run_1/clock_nets.png
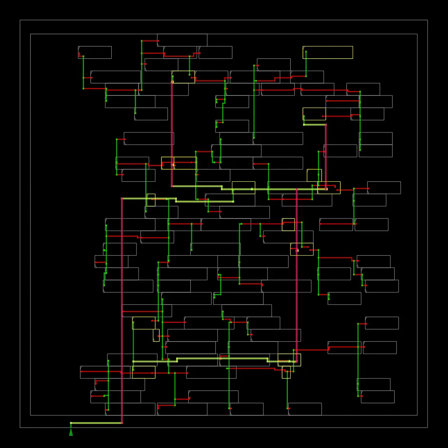
run_1/class_map.png
Fill, decap, tap and diode cells in gray.
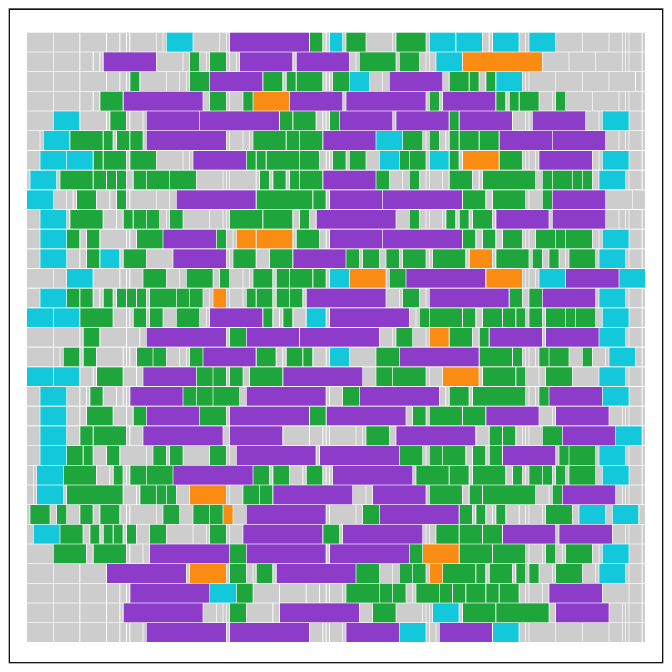
run_1/m1.png
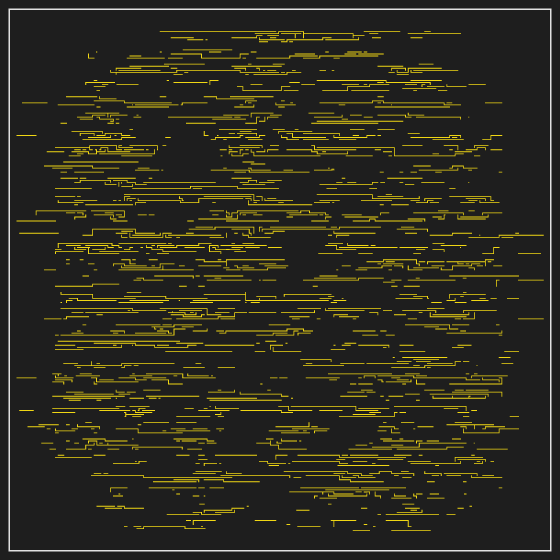
==> config.mk <==
export PLATFORM = sky130hd
export DESIGN_NAME = pm_normalize_pipe
export DESIGN_NICKNAME = d
export VERILOG_FILES = /design/src/rtl/viterbi_pkg.sv /design/src/rtl/pm_min2.sv /design/src/rtl/pm_normalize_pipe.sv
export SDC_FILE = /design/constraint.sdc
export NUM_CORES = 1
export LEC_CHECK = 0
export CORE_MARGIN = 2
export CORE_UTILIZATION = 60
export CTS_CLUSTER_SIZE = 14
export DETAILED_ROUTE_END_ITERATION = 10
export PLACE_DENSITY = 0.85
export SYNTH_ARGS = -nofsm -noshare
export SYNTH_HDL_FRONTEND = slang
export SYNTH_SLANG_ARGS = --single-unit
==> constraint.sdc <==
create_clock -name clk -period 4.34 [get_ports clk]
set_input_delay 1.302 -clock clk [delete_from_list [all_inputs] [get_ports clk]]
set_output_delay 1.302 -clock clk [all_outputs]
set_load 0.01 [all_outputs]
==> results_dict.tcl, run 1 <==
# yosys + openroad results
set metrics [dict create \
    combPwrFrac_pct 22.9 \
    comb-cell-share_pct 37.3 \
    nNonClkBuffers 62 \
    routed-wl-met2_mm 4.51 \
    ctsResizeCount 0 \
    flop_area_sq_um 2260 \
    die_h_um 90.1 \
    fp_util_pct 61.7 \
    ys_cells 417 \
    cts-root-buf "clkbuf_8" \
    final_cell_area_sq_um 5240 \
    status "finished, final reports clean" \
    yosys_warnings 0 \
    crit_arrival_ns 2.50 \
    layout.area.comb_sq_um 1950 \
    buf_share_pct 11.4 \
    path_cells "clkdlybuf4s50_1 -> nor2b_4 -> inv_2 -> clkdlybuf4s50_1" \
    dpl_worst_slack_ns 0.549 \
    simple_gate_area_share_pct 14.8 \
    swShare_pct 28.0 \
    finalCritPeriodShare_pct 87.5 \
    io_buffers 55 \
    wl_per_cell_um 15.6 \
    layout.nets 522 \
    leakage_nw 2.29 \
    inverters 28 \
    async_flop_share_pct 0 \
    slowest_stage "clkdlybuf4s50_1" \
    finalPower_mw 2.05 \
    critPathBufInv 3 \
    compound_area_share_pct 15.2 \
    power_density_nw_per_um2 391 \
    largest_class "sequential cells" \
    track_usage_pct 23.4 \
    via_per_inst 5.67 \
    ys_area_sq_um 4450 \
    cts_tree "done" \
    rsz0062_at_grt "no" \
    p_clk_share_pct 27.2 \
    common_cells "dfxtp_1 (50), edfxtp_1 (42), nand2_1 (40)" \
    coreArea_sq_um 7210 \
    first_pass_iters 4 \
    muxShareOfSynthArea_pct 1.12 \
    edf_count 42 \
    design.seq.count 92 \
    cp_num_cells 4 \
    drv_slew 0 \
    clkCellAreaFrac_pct 3.66 \
    lay_top_cells "clkdlybuf4s50_1 (54), dfxtp_1 (50), edfxtp_1 (42)" \
    critPathRequiredTime_ns 3.04 \
    h-tree-depth 3 \
    hold_depth 2 \
    grt_first_pass_wirelength_mm 15.2 \
    finClkSkew_ns 0.00685 \
    xor_area_share_pct 3.15 \
    synthCells 417 \
    max-vdd-ir-drop_v 0.000165 \
    avgSynthCellArea_sq_um 10.7 \
    cap_viol_max_count 0 \
    antenna_left 0 \
    reg2reg_slack_ns 2.29 \
    reg2reg_depth 7 \
    die-area_sq_um 8120 \
    maxUsedRoutingLayer "met4" \
    drc_errors 0 \
    diodes 0 \
    taps 99 \
    dp_cells 553 \
    critPathKind "primary input to output pin" \
    gp_congestion 0.807 \
    area_growth_pct 17.6 \
    netlist_area_sq_um 4450 \
    fin_tns_setup_ns 0 \
    drive_gt1_share_pct 6.81 \
    wl_met3_um 444 \
    synth-seq-area-share_pct 50.8 \
    rows 31 \
    cts_hold_buffers 0 \
    hold_path_class "flip-flop to flip-flop" \
    max_freq_mhz 263 \
    top_cells_by_area "edfxtp_1 (28%), dfxtp_1 (22%), ha_1 (7.9%), and3_1 (4.9%), nand2_1 (3.4%)" \
    die_width_um 90.1 \
    max_stage_delay_ns 0.54 \
    synth_cell_types 45 \
    dp_hpwl_mm 6.51 \
    hold_viol_final 0 \
    comb-power_mw 0.469 \
    met1_length_mm 3.75 \
    p_sw_mw 0.572 \
    synth_flops 92 \
    clockBufferDepth 2 \
    fill_cells 540 \
    antenna_found_initial 0 \
]
## Picture notes: clock_nets.png
cts bufs inserted: 9
Clk. pwr: 0.556 mW
CLK BUF: 10
worst skew pair latency: 0.36 ns
clock sink total: 92

## Picture notes: class_map.png
| class | color | cells | share of their area |
|---|---|---|---|
| remaining logic cells | green | 300 | 40% |
| remaining buffers and delay cells | cyan | 62 | 12% |
| clock drivers and dummy loads | orange | 16 | 3.7% |
| sequential cells | purple | 92 | 44% |
flop share of the area: 43.2%
utilization after layout: 72.6%

## Picture notes: m1.png
longest straight run: 21.6 um
nets with wire on the layer: 470
share of all routed wire: 42%
main direction: horizontal
via count: 3227
GRT met1 Usage: 28.9%
final wirelength: 8.87 mm

## Run 2: what changed since run 1
CAP_MARGIN = 5   (was not set)
==> run 2 against run 1 <==
Register-to-register slack hardly changed. Sequential power hardly changed. Final cell count did not move. Core utilization is the same. Via count unchanged. First-iteration DRC count did not move.
==> results_dict.tcl, run 2 <==
# yosys + openroad results
set metrics [dict create \
    status "finished, final reports clean" \
    critPathRequiredTime_ns 3.04 \
    cts_buffers 9 \
    netlist_area_sq_um 4450 \
    area_growth_pct 17.6 \
    flop_area_sq_um 2260 \
    cpMostUsedCell "clkdlybuf4s50_1" \
    cts-root-buf "clkbuf_8" \
    dp_cells 553 \
    fill_cells 540 \
    compound_area_share_pct 15.2 \
    die-area_sq_um 8120 \
    slowest_stage "clkdlybuf4s50_1" \
    xor_area_share_pct 3.15 \
    clock_latency_ns 0.36 \
    edf_count 42 \
    lay_top_count "clkdlybuf4s50_1" \
    startpoint_type "primary input" \
    finalCritPeriodShare_pct 87.5 \
    muxShareOfSynthArea_pct 1.12 \
    buf_share_pct 11.4 \
    nNonClkBuffers 62 \
    wl_mm 8.87 \
    cts_tree "done" \
    met1_length_mm 3.75 \
    max-vdd-ir-drop_v 0.000165 \
    fin_tns_setup_ns 0 \
    diodes 0 \
    io_buffers 55 \
    reg2reg_depth 7 \
    wl_per_cell_um 15.6 \
    synth-seq-area-share_pct 50.8 \
    drc_errors 0 \
    layout.area.comb_sq_um 1950 \
    cts_hold_buffers 0 \
    antenna_left 0 \
    gp_congestion 0.807 \
    track_usage_pct 23.4 \
    ys_cells 417 \
    h-tree-depth 3 \
    inverters 28 \
    dpl_worst_slack_ns 0.549 \
    utilization_pct 72.6 \
    rsz0062_at_grt "no" \
    grt_pass1_vias 3277 \
    synth_cell_types 45 \
    simple_gate_area_share_pct 14.8 \
    die_h_um 90.1 \
    p_clk_share_pct 27.2 \
    routed-wl-met2_mm 4.51 \
    p_sw_mw 0.572 \
    fp_util_pct 61.7 \
    final_cell_area_sq_um 5240 \
    avgSynthCellArea_sq_um 10.7 \
    wl_met3_um 444 \
    yosys_warnings 0 \
    comb-power_mw 0.469 \
    critPathKind "primary input to output pin" \
    grt_first_pass_wirelength_mm 15.2 \
    cp_max_fo 2 \
    common_cells "dfxtp_1 (50), edfxtp_1 (42), nand2_1 (40)" \
    layout.nets 522 \
    max_freq_mhz 263 \
    taps 99 \
    drive_gt1_share_pct 6.81 \
    finClkSkew_ns 0.00685 \
    top_cells_by_area "edfxtp_1 (28%), dfxtp_1 (22%), ha_1 (7.9%), and3_1 (4.9%), nand2_1 (3.4%)" \
    hold_depth 2 \
    hold_viol_final 0 \
    reg2reg_slack_ns 2.29 \
    largest_class "sequential cells" \
    power_density_nw_per_um2 391 \
    clkSinkCount 92 \
    critPathBufInv 3 \
    max_stage_delay_ns 0.54 \
    swShare_pct 28.0 \
    first_pass_iters 4 \
    cp_num_cells 4 \
    synth_flops 92 \
    async_flop_share_pct 0 \
    clock_net_power_mw 0.556 \
    ys_area_sq_um 4450 \
    vias 3227 \
    coreArea_sq_um 7210 \
    synthCells 417 \
    leakage_nw 2.29 \
    lay_top_cells "clkdlybuf4s50_1 (54), dfxtp_1 (50), edfxtp_1 (42)" \
    cts.clk_slew.worst_paths_ns 0.08 \
    clockBufferDepth 2 \
    maxUsedRoutingLayer "met4" \
    seq_share_pct 43.2 \
    crit_arrival_ns 2.50 \
    clkbuf_count 10 \
    hold_path_class "flip-flop to flip-flop" \
    antenna_found_initial 0 \
    rows 31 \
    comb-cell-share_pct 37.3 \
    drv_slew 0 \
    die_width_um 90.1 \
    ctsResizeCount 0 \
    finalPower_mw 2.05 \
    dp_hpwl_mm 6.51 \
    path_cells "clkdlybuf4s50_1 -> nor2b_4 -> inv_2 -> clkdlybuf4s50_1" \
    combPwrFrac_pct 22.9 \
    fa_ha_area_share_pct 9.67 \
    via_per_inst 5.67 \
    grt_use_met1_pct 28.9 \
]
run_2/m1.png
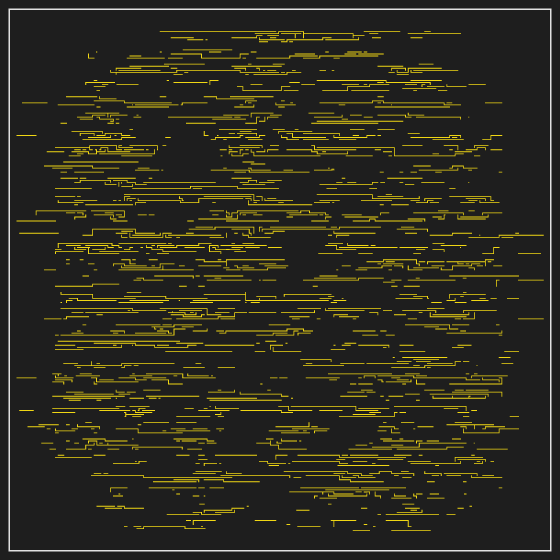
wire length on this layer: 3750 um
main direction: horizontal
nets with wire on the layer: 470
share of all routed wire: 42%

run_2/m3.png
Scale bar: 20 um.
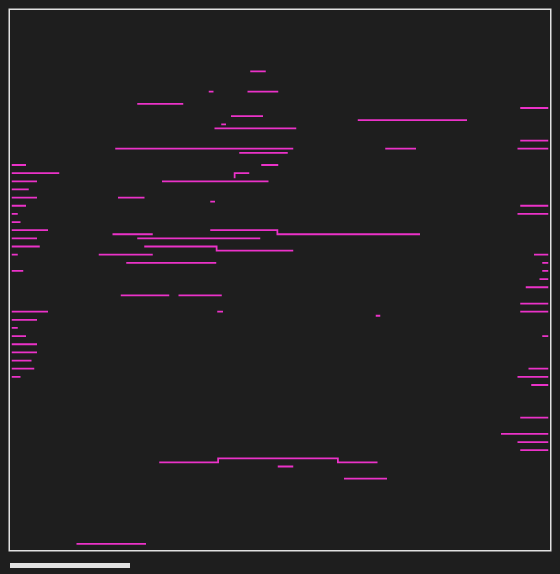
wire length on this layer: 445 um
main direction: horizontal
nets with wire on the layer: 61
M3 GR Usage: 3.10%

Power and IR drop assume default switching activity.
